==> config.mk <==
export PLATFORM = sky130hd
export DESIGN_NAME = fun_sched_flat
export DESIGN_NICKNAME = d
export VERILOG_FILES = /design/src/rtl/fun_sched_pkg.sv /design/src/rtl/fun_sched_if.sv /design/src/rtl/sync_fifo.sv /design/src/rtl/fun_sched.sv /design/src/flat_wrapper.sv
export SDC_FILE = /design/constraint.sdc
export NUM_CORES = 1
export LEC_CHECK = 0
export ABC_AREA = 1
export ABC_CLOCK_PERIOD_IN_PS = 2450
export CORE_MARGIN = 10
export CORE_UTILIZATION = 53
export DETAILED_ROUTE_END_ITERATION = 7
export GPL_TIMING_DRIVEN = 0
export PLACE_DENSITY = 0.79
export SLEW_MARGIN = 20
export SYNTH_ARGS = -nofsm -noshare
export SYNTH_HDL_FRONTEND = slang
export SYNTH_SLANG_ARGS = --single-unit
==> constraint.sdc <==
create_clock -name clk -period 2.45 [get_ports clk]
set_clock_uncertainty 0.05 [all_clocks]
set_input_delay 0.6125 -clock clk [delete_from_list [all_inputs] [get_ports clk]]
set_output_delay 0.6125 -clock clk [all_outputs]
set_load 0.02 [all_outputs]
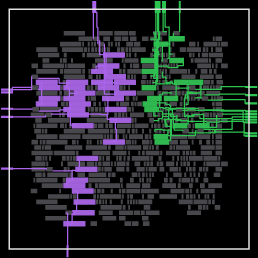
Fig. 1. I/O nets highlighted.
Scale: 2 px per µm.
purple -> `bus_req_b`  # direction input, edge 5 west, 2 north, 1 south, end cells 32, buffers 8, wire 398 µm
green -> `jobs_done`  # direction output, edge 10 east, 6 north, end cells 16, buffers 16, wire 827 µm
PortBufs: 80
Ports: 82

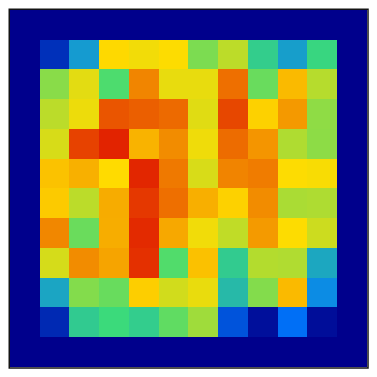
Fig. 2. Placement density heat map.
Scale: 3 px per µm. The die is cut into 12 by 12 equal tiles; dark blue is low, red is high, 0 to 100% covered.
mean over tiles = 47%
emptiest ninth of the die = south-east
densest ninth of the die = center
Initial Util: 53.7%
Final Util: 69.9%
core area: 9680 µm²

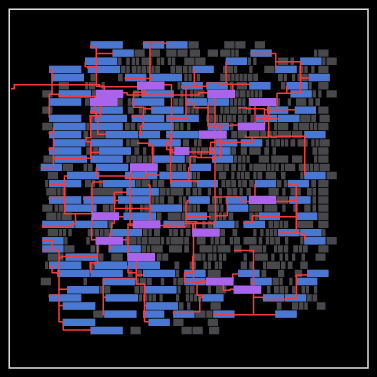
Fig. 3. Clock wires, drivers and flops.
Scale: 3 px per µm.
red -> clock wires  # length 1450 µm
purple -> cells driving clock nets  # count 17
blue -> flip-flops  # count 128
routed clock nets = 18
Clock power frac: 31.0%
clock group total power: 2.29 mW

==> changes_impl.md <==
### Physical design

* Most common cell in the synthesized netlist: nor2_1
* Post-route ant nets at 0
* WP data arrival at around 1.6 ns
* Filler-free cell count of the finished design at between 700 and 800
* EDFF count, synth at around 64
* Yosys top cell by area: edfxtp_1
* Sequential Power Share at 37.6%
* Cell Type Count at 35
* Vias/cell at 5.27
* # fillers at approximately 730
* Top Usage Layer GRT: met2
* Power of the sequential group at about 2.8 mW
* Clock-cell share of area at 8.06%
* Inverters at approximately 58
* Top cells by count, synth: nor2_1 (124), o21ai_0 (72), dfxtp_1 (64), edfxtp_1 (64), inv_1 (55)
* Post-CTS Resized at 0
* Ys cells at 541
* Clk ins delay skew pair at just over 0.5 ns
* Clock buffer count from CTS at 17
* Most frequent cells in the layout: nor2_1 (120), clkdlybuf4s50_1 (80), o21ai_0 (72)
* Gpl congestion at between 0.8 and 0.9
* Pint at slightly below 5 mW
* Avg Cell Area, Syn at between 9 and 10 µm²
* CTS clk-pin slew, worst paths at around 0.06 ns
* Global-route wire length before repair at 20700 µm
* Adder share at 3.37%
* Worst Reg2Reg Path Length in Cells at 11
* Total routed wirelength at roughly 13000 µm
* Pleak at ~2.6 nW
* M1 GR Usage at approximately a fifth
* Max-area cell share at between 30% and 40%
* Worst Tran Pin Value at 0.589 ns
* Area added between synthesis and finish at 30.1%
* Sw Share at a little over a third
* Fin worst setup slack at 0.164 ns
* Top cells by area: edfxtp_1 (37%), dfxtp_1 (25%), nor2_1 (8.9%)
* Chip area at between 10000 and 15000 µm²
* Aoi share at 12.3%
* Slew headroom at 60.7%
* 1st-iter DRT viols at around 350
* Met3 WL at 842 µm
* Final Hold Viols at 0
* Vias at approximately 4200
* Top cell class by occupied area: registers
* Hold crit path type: reg2reg
* Multiplexer share at 0%
* # setup viols final at 0
* Ant. Diodes at 0
* Combinational share of cell area at 25.2%
* Met1 wire length at 5290 µm
* P_comb at 2.32 mW
* Top power group: registers
* All-Layer GR Usage at 18.0%
* Grt ovf at 0
* Ys flop type: edfxtp_1
* Flops after synth at ~130
* CP max-delay cell: clkdlybuf4s50_1
* Signal buffers at ~100
* Root Driver: clkbuf_8
* Vias in the first global route at 4249
* Max-slew violation count at 0
* Hold Path Depth at 2
* Multi-In Gates at between 300 and 400
* RSZ-0062 raised after global routing: false
* Register-to-Register Setup Slack at just under 0.7 ns
* Yosys Chip Area at roughly 5200 µm²
* Async SR Flop Fraction at 0%
* Core Rows at 36
* Log Warnings at 35
* Top Family by Delay on Critical Path: buffers and inverters
* # Taps at 133
* Non-clock buffers, area share at between 10% and 20%
* GRT met3 Usage at 5.29%
* Seq. cell area at about 3200 µm²
* CP Launch Type: flip-flop
* Worst-path maximum fanout at 7
* Fin Setup TNS at 0 ns
* Antenna violations before repair at 0
* Pre-CTS setup slack at ~0.13 ns
* Met2 WL post-DR at 6360 µm
* Sequence of cells on the critical path: clkdlybuf4s50_1
* Die H at ~120 µm
* CTS tree: built
* F_max at about 0.44 GHz
* Post-route DRC violation count at 0
* Simple-gate share of the synthesized area at roughly 16%
* Worst path bufs/invs at 1
* Main logic family: simple AND/OR/NAND/NOR gates
* Post CTS Setup Buffer Count at 0
* Nets at between 600 and 700
* CTS Sinks at approximately 130
* Max reg flops at about 64
* Largest net degree at the start of global routing at 17
* Syn nets at between 500 and 600
* Area of the multi-input gates at 1700 µm²
* Switching power at 2.57 mW
* Seq cells at about 130
* Yosys xor share at 0.505%
* Min Tclk post-route at between 2 and 2.5 ns
* HPWL after detailed placement at roughly 9000 µm
* Post-synth seq share at roughly three fifths
* Outcome: completed
* Worst path max stage delay at roughly 0.7 ns
* Pwr Density at ~1100 nW/µm²
* Longest Clk Path Bufs at 2
* Final Cell Area at between 6000 and 7000 µm²
* Hold slack at 0.417 ns
* Share of cells above drive strength 1 at under 10%
* YS warnings at 0
* Peak supply drop at ~640 µV
Power is estimated from default activity; no workload was simulated.
